Run 1, signal wires on met1:
Supply wires on this layer in grey.
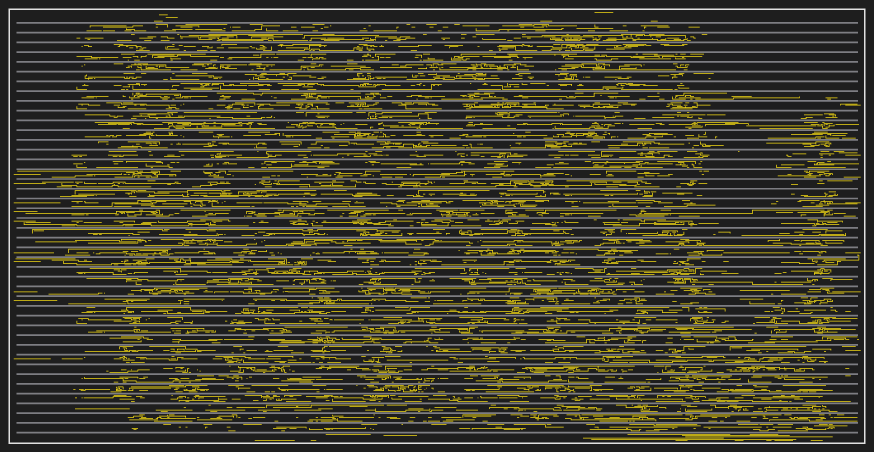
Run 1, routing congestion map:
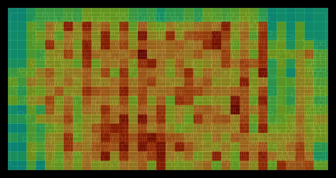
Run 1, the metal 4 layer:
The bar under the picture is 50 µm long. Supply wires on this layer in grey. Cells faint in the background.
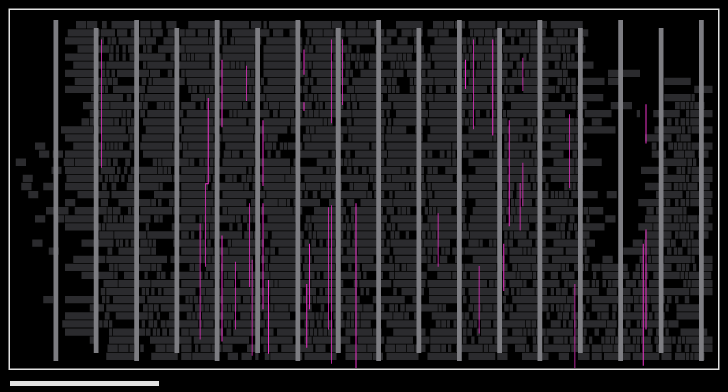
### src/rtl/i2c_pkg.sv
// Shared types for the I2C command sequencer: FSM state encoding and the queued command record.
package i2c_pkg;

  localparam int I2C_DATA_BYTES = 4;
  localparam int I2C_BYTE_WIDTH = $clog2(I2C_DATA_BYTES);
  localparam int I2C_DATA_WIDTH = I2C_DATA_BYTES * 8;

  typedef enum logic [2:0] {
    ST_IDLE,
    ST_ISSUE,
    ST_WAIT_BUSY,
    ST_WAIT_DONE,
    ST_RESPOND
  } seq_state_t;

  typedef struct packed {
    logic                      rw;
    logic [6:0]                dev_addr;
    logic [I2C_DATA_WIDTH-1:0] reg_addr;
    logic [I2C_BYTE_WIDTH-1:0] addr_bytes;
    logic [I2C_BYTE_WIDTH-1:0] data_bytes;
    logic [I2C_DATA_WIDTH-1:0] wdata;
  } i2c_cmd_t;

  localparam int I2C_CMD_WIDTH = $bits(i2c_cmd_t);

endpackage

### src/rtl/i2c_cmd_fifo.sv
// Synchronous command FIFO; head entry is visible combinationally so it can be popped into
// the issue registers on the same edge.
module i2c_cmd_fifo
  import i2c_pkg::*;
#(
  parameter int DEPTH = 4,
  parameter int WIDTH = I2C_CMD_WIDTH
) (
  input  logic                       clk,
  input  logic                       reset,
  input  logic                       push,
  input  logic [WIDTH-1:0]           push_data,
  input  logic                       pop,
  output logic [WIDTH-1:0]           head,
  output logic                       full,
  output logic                       empty,
  output logic [$clog2(DEPTH):0]     level
);

  localparam int PTR_W = $clog2(DEPTH);

  logic [WIDTH-1:0] mem_reg [DEPTH];
  logic [PTR_W-1:0] wr_ptr_reg;
  logic [PTR_W-1:0] rd_ptr_reg;
  logic [PTR_W:0]   level_reg;
  logic             push_ok;
  logic             pop_ok;

  assign full    = (level_reg == (PTR_W+1)'(DEPTH));
  assign empty   = (level_reg == '0);
  assign push_ok = push && !full;
  assign pop_ok  = pop && !empty;
  assign head    = mem_reg[rd_ptr_reg];
  assign level   = level_reg;

  // Storage carries no reset so it can map onto plain RAM.
  always_ff @(posedge clk) begin
    if (push_ok) begin
      mem_reg[wr_ptr_reg] <= push_data;
    end
  end

  always_ff @(posedge clk or posedge reset) begin
    if (reset) begin
      wr_ptr_reg <= '0;
      rd_ptr_reg <= '0;
      level_reg  <= '0;
    end else begin
      if (push_ok) wr_ptr_reg <= wr_ptr_reg + 1'b1;
      if (pop_ok)  rd_ptr_reg <= rd_ptr_reg + 1'b1;
      case ({push_ok, pop_ok})
        2'b10:   level_reg <= level_reg + 1'b1;
        2'b01:   level_reg <= level_reg - 1'b1;
        default: level_reg <= level_reg;
      endcase
    end
  end

endmodule

### src/rtl/i2c_cmd_sequencer.sv
// Queues host register accesses and issues them one at a time to the I2C byte controller.
// Optional I2C_TIMEOUT_EN adds a completion watchdog of TIMEOUT_CYCLES clocks.
module i2c_cmd_sequencer
  import i2c_pkg::*;
#(
  parameter int DATA_BYTES     = I2C_DATA_BYTES,
  parameter int BYTE_WIDTH     = $clog2(DATA_BYTES),
  parameter int DATA_WIDTH     = DATA_BYTES * 8,
  parameter int CMD_DEPTH      = 4,
  parameter int TIMEOUT_CYCLES = 1000000
) (
  input  logic                        clk,
  input  logic                        reset,
  input  logic                        cmd_valid,
  output logic                        cmd_ready,
  input  logic                        cmd_rw,
  input  logic [6:0]                  cmd_dev_addr,
  input  logic [DATA_WIDTH-1:0]       cmd_reg_addr,
  input  logic [BYTE_WIDTH-1:0]       cmd_addr_bytes,
  input  logic [BYTE_WIDTH-1:0]       cmd_data_bytes,
  input  logic [DATA_WIDTH-1:0]       cmd_wdata,
  output logic                        rsp_valid,
  input  logic                        rsp_ready,
  output logic [DATA_WIDTH-1:0]       rsp_rdata,
  output logic                        rsp_error,
  output logic                        access_request,
  output logic [7:0]                  dev_id,
  output logic [DATA_WIDTH-1:0]       address,
  output logic [BYTE_WIDTH-1:0]       address_byte,
  output logic [BYTE_WIDTH-1:0]       data_byte,
  output logic [DATA_WIDTH-1:0]       write_data,
  input  logic [DATA_WIDTH-1:0]       read_data,
  input  logic                        access_complete,
  input  logic                        invalid_access,
  input  logic                        busy,
  output logic [$clog2(CMD_DEPTH):0]  cmd_level
);

  seq_state_t                 state_reg, state_next;
  i2c_cmd_t                   cmd_in, cmd_head;
  logic [I2C_CMD_WIDTH-1:0]   head_bits;
  logic                       fifo_full, fifo_empty;
  logic                       issue_load, capture, capture_err, timeout_hit;
  logic                       rw_reg;
  logic [7:0]                 dev_id_reg;
  logic [DATA_WIDTH-1:0]      address_reg, write_data_reg, rsp_rdata_reg;
  logic [BYTE_WIDTH-1:0]      address_byte_reg, data_byte_reg;
  logic                       rsp_error_reg;

  assign cmd_in = '{rw: cmd_rw, dev_addr: cmd_dev_addr, reg_addr: cmd_reg_addr,
                    addr_bytes: cmd_addr_bytes, data_bytes: cmd_data_bytes, wdata: cmd_wdata};
  assign cmd_head = i2c_cmd_t'(head_bits);

  i2c_cmd_fifo #(.DEPTH(CMD_DEPTH), .WIDTH(I2C_CMD_WIDTH)) u_fifo (
    .clk       (clk),
    .reset     (reset),
    .push      (cmd_valid && cmd_ready),
    .push_data (cmd_in),
    .pop       (issue_load),
    .head      (head_bits),
    .full      (fifo_full),
    .empty     (fifo_empty),
    .level     (cmd_level)
  );

  assign cmd_ready = !fifo_full;

`ifdef I2C_TIMEOUT_EN
  localparam int TO_W = $clog2(TIMEOUT_CYCLES) + 1;
  logic [TO_W-1:0] timeout_cnt_reg;

  always_ff @(posedge clk or posedge reset) begin
    if (reset) begin
      timeout_cnt_reg <= '0;
    end else if (state_reg == ST_ISSUE) begin
      timeout_cnt_reg <= '0;
    end else if (state_reg == ST_WAIT_BUSY || state_reg == ST_WAIT_DONE) begin
      timeout_cnt_reg <= timeout_cnt_reg + 1'b1;
    end
  end

  assign timeout_hit = (state_reg == ST_WAIT_BUSY || state_reg == ST_WAIT_DONE) &&
                       (timeout_cnt_reg == TO_W'(TIMEOUT_CYCLES - 1));
`else
  assign timeout_hit = 1'b0;
`endif

  always_ff @(posedge clk or posedge reset) begin
    if (reset) state_reg <= ST_IDLE;
    else       state_reg <= state_next;
  end

  // The head is popped on the edge into ISSUE so the controller sees valid
  // fields in the same cycle as the request pulse.
  always_comb begin
    state_next  = state_reg;
    issue_load  = 1'b0;
    capture     = 1'b0;
    capture_err = 1'b0;
    case (state_reg)
      ST_IDLE: begin
        if (!fifo_empty && !busy) begin
          issue_load = 1'b1;
          state_next = ST_ISSUE;
        end
      end
      ST_ISSUE: state_next = ST_WAIT_BUSY;
      ST_WAIT_BUSY, ST_WAIT_DONE: begin
        if (access_complete || invalid_access || timeout_hit) begin
          capture     = 1'b1;
          capture_err = invalid_access || (timeout_hit && !access_complete);
          state_next  = ST_RESPOND;
        end else if (state_reg == ST_WAIT_BUSY && busy) begin
          state_next = ST_WAIT_DONE;
        end
      end
      ST_RESPOND: begin
        if (rsp_ready) state_next = ST_IDLE;
      end
      default: state_next = ST_IDLE;
    endcase
  end

  always_ff @(posedge clk or posedge reset) begin
    if (reset) begin
      rw_reg           <= 1'b0;
      dev_id_reg       <= '0;
      address_reg      <= '0;
      address_byte_reg <= '0;
      data_byte_reg    <= '0;
      write_data_reg   <= '0;
      rsp_rdata_reg    <= '0;
      rsp_error_reg    <= 1'b0;
    end else begin
      if (issue_load) begin
        rw_reg           <= cmd_head.rw;
        dev_id_reg       <= {cmd_head.dev_addr, cmd_head.rw};
        address_reg      <= cmd_head.reg_addr;
        address_byte_reg <= cmd_head.addr_bytes;
        data_byte_reg    <= cmd_head.data_bytes;
        write_data_reg   <= cmd_head.wdata;
      end
      if (capture) begin
        rsp_rdata_reg <= (rw_reg && !capture_err) ? read_data : '0;
        rsp_error_reg <= capture_err;
      end
    end
  end

  assign access_request = (state_reg == ST_ISSUE);
  assign rsp_valid      = (state_reg == ST_RESPOND);
  assign rsp_rdata      = rsp_rdata_reg;
  assign rsp_error      = rsp_error_reg;
  assign dev_id         = dev_id_reg;
  assign address        = address_reg;
  assign address_byte   = address_byte_reg;
  assign data_byte      = data_byte_reg;
  assign write_data     = write_data_reg;

endmodule

### config.mk
export PLATFORM = sky130hd
export DESIGN_NAME = i2c_cmd_sequencer
export DESIGN_NICKNAME = d
export VERILOG_FILES = /design/src/rtl/i2c_pkg.sv /design/src/rtl/i2c_cmd_fifo.sv /design/src/rtl/i2c_cmd_sequencer.sv
export SDC_FILE = /design/constraint.sdc
export NUM_CORES = 1
export LEC_CHECK = 0
export ABC_AREA = 1
export CAP_MARGIN = 20
export CORE_ASPECT_RATIO = 0.5
export CORE_MARGIN = 1.5
export CORE_UTILIZATION = 59
export CTS_BUF_LIST = sky130_fd_sc_hd__clkbuf_4 sky130_fd_sc_hd__clkbuf_8
export DETAILED_ROUTE_END_ITERATION = 7
export GPL_ROUTABILITY_DRIVEN = 0
export PLACE_DENSITY = 0.85
export SYNTH_ARGS = -nofsm -noshare
export SYNTH_HDL_FRONTEND = slang
export SYNTH_SLANG_ARGS = --single-unit
### constraint.sdc
create_clock -name clk -period 11.8 [get_ports clk]
set_input_delay 2.36 -clock clk [delete_from_list [all_inputs] [get_ports clk]]
set_output_delay 2.36 -clock clk [all_outputs]
set_load 0.1 [all_outputs]
==> impl_metrics.yaml, run 1 <==
# generated from flow reports
logic_synthesis:
  postSynthRegisterBits: 423
  postSynthAreaPerCell_um2: 12.00
  ys_sh_aoi_pct: 10.46
  async_reset_ff_share_pct: 28.13
  yosys_warnings: 0
  synth-cells-yosys: 1359
  count_of_flip_flops_with_a_built_in_enable_after_synthesis: 304
  synthSimpleGateAreaFrac_pct: 11.45
  post_synth_main_area_contributors: "edfxtp_1, dfrtp_1, o21ai_0, nor2_1, nand2_1"
final_timing:
  final_max_slew_viol_count: 0
  finalHoldViolations: 0
  timing.hold.ws_ns: 0.4712
  post_layout_period_usage_pct: 43.14
  skew_ns: 0.02173
  finalWorstSetupSlack_ns: 6.709
drt:
  detailroute.wirelength.met2_mm: 19.46
  highest_layer: "met4"
  drtIter0Drc: 1221
  wl_met3_mm: 2.460
  detailed_route_via_count: 11230
  detailedRoute.firstPassIterationCount: 5
  ant_nets: 0
final_layout:
  final_cell_mix: "edfxtp_1, o21ai_0, nand2_1, nor2_1, clkdlybuf4s50_1"
  top_logic_cell_by_instance_count_in_the_layout: "edfxtp_1"
  final_design_area_no_fill_um2: 19890
critical_path:
  arrival_ns: 5.56
  worst_reg2reg_path_endpoint: "u_fifo.level[2]$_DFFE_PP0P_"
  critical_path.endpoint: "u_fifo.level[2]$_DFFE_PP0P_"
cts:
  postCtsResizedCells: 0
  clk_latency_ns: 0.61
  path_clk_slew_ns: 0.07
  cts_buffers: 54
status:
  run_status: "complete, no violations"
min_path:
  min_path_type: "flip-flop to flip-flop"
global_route:
  grt_pass1_wl_mm: 58.73
floorplan:
  floorplan.core_area_um2: 26800
  chipArea_um2: 28710
## Picture notes: 'signal wires on met1'
The layer carries 15000 µm of wire. The wires run mostly horizontal.

## Picture notes: 'routing congestion map'
post-route core utilization: 74.23%
average detailed-routed wire length per instance: 19.23 µm
total global routing track utilization: 26.53%
routing layer with the top usage in global route: met2

## Picture notes: 'the metal 4 layer'
27 nets have wire on it. The longest straight run is 55.1 µm. The layer carries 967 µm of wire. The wires run mostly vertical.

-- run 1: layout make-up --
class / count / area, µm² / share of cell area (%)
sequential: 423 / 12110 / 60.90
clock buffer: 91 / 1040 / 5.227
inverter: 18 / 72.57 / 0.3648
clock inverter: 8 / 68.82 / 0.3459
timing repair buffer: 242 / 2430 / 12.21
antenna: 2 / 5.005 / 0.02516
multi-input combinational: 834 / 3722 / 18.71
tap: 352 / 440.4 / 2.214
-- run 1: critical path: stages --
cell	delay (ns)
clkdlybuf4s50_1	0.42
inv_1	0.11
nand2_4	0.47
nor2_8	0.22
buf_4	0.77
ha_1	0.28
inv_1	0.07
fa_1	0.38
a21oi_1	0.14
o21ai_0	0.11
xor2_1	0.15
Run 1, local utilization:
The die is cut into 24 by 12 equal tiles; white is low, dark blue is high, 0 to 100% covered.
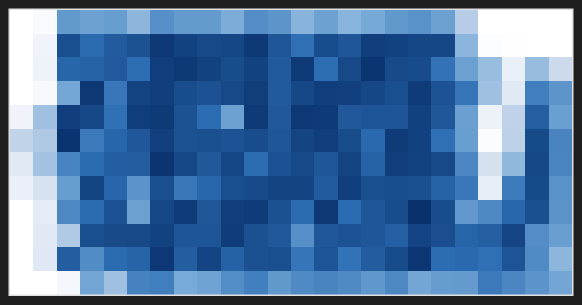

--- run 2 (diff from run 1) ---
--- a/config.mk
+++ b/config.mk
@@ -9,11 +9,11 @@
 export CAP_MARGIN = 20
 export CORE_ASPECT_RATIO = 0.5
 export CORE_MARGIN = 1.5
-export CORE_UTILIZATION = 59
+export CORE_UTILIZATION = 51
 export CTS_BUF_LIST = sky130_fd_sc_hd__clkbuf_4 sky130_fd_sc_hd__clkbuf_8
 export DETAILED_ROUTE_END_ITERATION = 7
 export GPL_ROUTABILITY_DRIVEN = 0
-export PLACE_DENSITY = 0.85
+export PLACE_DENSITY = 0.78
 export SYNTH_ARGS = -nofsm -noshare
 export SYNTH_HDL_FRONTEND = slang
 export SYNTH_SLANG_ARGS = --single-unit
==> constraint.sdc (replaced) <==
create_clock -name clk -period 4.4 [get_ports clk]
set_input_delay 0.88 -clock clk [delete_from_list [all_inputs] [get_ports clk]]
set_output_delay 0.88 -clock clk [all_outputs]
set_load 0.1 [all_outputs]
Run 2, local utilization:
The die is cut into 26 by 13 equal tiles; white is low, dark blue is high, 0 to 100% covered.
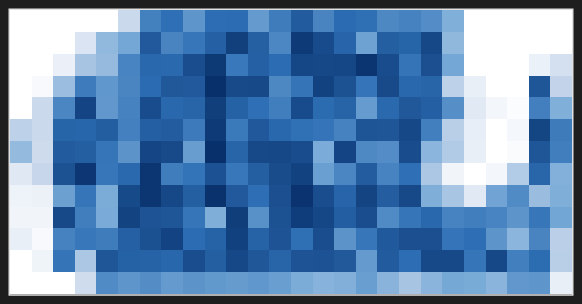
41% of the tiles are over 75% full. 10% of the tiles are nearly empty. The fullest tile reaches 100%. The emptiest ninth of the die: upper right. The mean over all tiles is 59%.

==> run 2 against run 1 <==
  * First-iteration DRC count down 15%
  * Global-route usage down 4.3 points
  * Critical path depth down 7
  * Design area up 1.5%
  * Final cell count up 4.9%
  * Critical endpoint is now access_request
  * Largest cell class unchanged
  * Highest routed layer unchanged
==> impl_metrics.yaml, run 2 <==
# generated from flow reports
critical_path:
  path_delay_family: "buffers and inverters"
  critPathSlowestCell: "clkdlybuf4s50_1"
  critical_path.endpoint: "access_request"
  worstPathCellList: "inv_2 -> nand2_1 -> nor2_1 -> clkdlybuf4s50_1"
  worstSetupPathDepth: 4
  arrival_ns: 2.49
  path_buffers: 2
  worst_reg2reg_path_endpoint: "address[14]$_DFFE_PP0N_"
  worst_path_largest_cell_delay_ns: 1.15
logic_synthesis:
  postSynthAreaPerCell_um2: 12.00
  post_synth_main_area_contributors: "edfxtp_1, dfrtp_1, o21ai_0, nor2_1, nand2_1"
  yosys_warnings: 0
  postSynthRegisterBits: 423
drt:
  detailedRoute.firstPassIterationCount: 6
  routedWlPerCell_um: 18.13
  highest_layer: "met4"
  ant_nets: 0
final_layout:
  clock_buf_count: 86
  antenna_cells_inserted: 2
  logic_gate_count: 834
  seqAreaFraction_pct: 60.00
  combinational_cell_area_excluding_buffers_and_inverters_um2: 3722
  seq_cell_count: 423
  final_cell_mix: "edfxtp_1, o21ai_0, nand2_1, nor2_1, clkdlybuf4s50_1"
  post_route_core_utilization_pct: 63.89
  final_design_area_no_fill_um2: 20190
  top_logic_cell_by_instance_count_in_the_layout: "edfxtp_1"
floorplan:
  floorplan.core_area_um2: 31600
global_route:
  grt_pass1_wl_mm: 58.20
  global_route.peak_usage_layer: "met2"
final_timing:
  post_layout_period_usage_pct: 76.54
  final_max_slew_viol_count: 0
  finalWorstSetupSlack_ns: 1.032
  finalHoldViolations: 0
  timing.hold.ws_ns: 0.4799
status:
  run_status: "complete, no violations"
min_path:
  min_path_type: "flip-flop to flip-flop"
cts:
  cts_buffers: 58
==> run 2: cell types whose count changed in the layout (fill, tap and decap cells not counted) <==
cell	delta
buf_12	+5
bufinv_16	+1
clkinv_4	+1
clkbuf_4	-12
clkinv_2	+2
inv_8	+1
buf_16	-1
inv_6	-1
clkbuf_8	+7
buf_4	+2
inv_4	-1
inv_12	+1
clkinv_1	+11
==> run 2: kinds of logic (layout without fill, tap and decap cells) <==
kind of cell / count (synthesis) / count (layout) / synth area share [%]
other: 0 / 2 / 0
AND/OR/NAND/NOR: 483 / 483 / 11.45
flip-flops: 423 / 423 / 74.24
buffers and inverters: 102 / 375 / 3.123
AND-OR/OR-AND: 341 / 341 / 10.46
XOR/XNOR: 4 / 4 / 0.2149
adder cells (fa/ha/maj): 6 / 6 / 0.5064
--- run 3 (diff from run 2) ---
--- a/config.mk
+++ b/config.mk
@@ -9,11 +9,11 @@
 export CAP_MARGIN = 20
 export CORE_ASPECT_RATIO = 0.5
 export CORE_MARGIN = 1.5
-export CORE_UTILIZATION = 51
+export CORE_UTILIZATION = 56
 export CTS_BUF_LIST = sky130_fd_sc_hd__clkbuf_4 sky130_fd_sc_hd__clkbuf_8
 export DETAILED_ROUTE_END_ITERATION = 7
 export GPL_ROUTABILITY_DRIVEN = 0
-export PLACE_DENSITY = 0.78
+export PLACE_DENSITY = 0.82
 export SYNTH_ARGS = -nofsm -noshare
 export SYNTH_HDL_FRONTEND = slang
 export SYNTH_SLANG_ARGS = --single-unit
==> constraint.sdc (replaced) <==
create_clock -name clk -period 3.37 [get_ports clk]
set_input_delay 0.674 -clock clk [delete_from_list [all_inputs] [get_ports clk]]
set_output_delay 0.674 -clock clk [all_outputs]
set_load 0.1 [all_outputs]
Run 3, cell classes on the final placement:
The bar under the picture is 50 µm long. Fill, decap, tap and diode cells in grey.
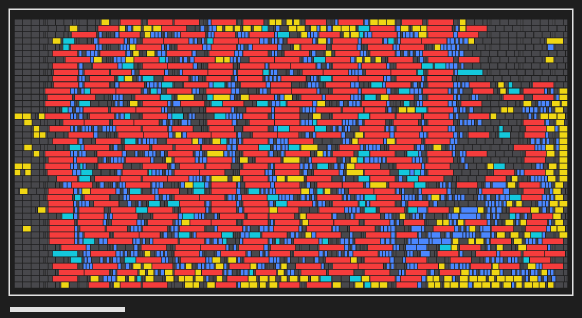
other buffers and delay cells: in yellow, cells 253. all other logic: in blue, cells 852. clock drivers and dummy loads: in cyan, cells 102. flip-flops: in red, cells 423.
number of core rows: 43
sequential share of cell area: 60.65%
Final Instance Area: 19980 µm²

==> run 3 against run 2 <==
  * Setup slack lost 0.64 ns
  * Largest cell class unchanged
  * Wire length shrank 0.65%
  * First-iteration DRC count shrank 14%
  * Non-clock buffer count grew 5
  * Design area shrank 1.0%
  * Synthesized area is the same
  * Highest routed layer unchanged
==> impl_metrics.yaml, run 3 <==
# generated from flow reports
final_layout:
  layout.buffer.nonclock.area_share_pct: 11.96
  clock_buf_count: 88
  seq_cell_count: 423
  antenna_cells_inserted: 1
cts:
  cts_buffers: 55
  clk_latency_ns: 0.61
  path_clk_slew_ns: 0.07
drt:
  detailroute.wirelength.met2_mm: 18.99
  wl_met3_mm: 2.344
floorplan:
  floorplan.core_area_um2: 28140
status:
  run_status: "complete, no violations"
logic_synthesis:
  async_reset_ff_share_pct: 28.13
  postSynthRegisterBits: 423
  post_synth_main_area_contributors: "edfxtp_1, dfrtp_1, o21ai_0, nor2_1, nand2_1"
critical_path:
  arrival_ns: 2.30
  critical_path.endpoint: "cmd_ready"
min_path:
  min_path_type: "flip-flop to flip-flop"
final_timing:
  timing.hold.ws_ns: 0.4817
  final_max_slew_viol_count: 0
  finalWorstSetupSlack_ns: 0.3954
  finalHoldViolations: 0
## run 3: cell types whose count changed in the layout (fill, tap and decap cells not counted), moves of 2 or more
cell	change
clkinv_1	-12
buf_12	+5
dfrtp_1	-2
clkinvlp_4	+2
buf_4	+84
clkinv_2	+4
dfrtp_2	+2
clkbuf_4	+2
clkdlybuf4s50_1	-83
## run 3: cell families (layout without fill, tap and decap cells)
kind of cell	after synthesis	after routing	share of synthesized area, %
buffers and inverters	102	373	3.123
other	0	1	0
and+or+nand+nor	483	483	11.45
AOI/OAI and AO/OA	341	341	10.46
xor gates and xnor gates	4	4	0.2149
DFF	423	423	74.24
adders and majority gates	6	6	0.5064
## run 3: worst max-delay path: stages (launching register included)
cell	delay (ns)
dfrtp_2	0.43
nor2_1	0.23
nand2_4	0.07
clkdlybuf4s50_1	0.97
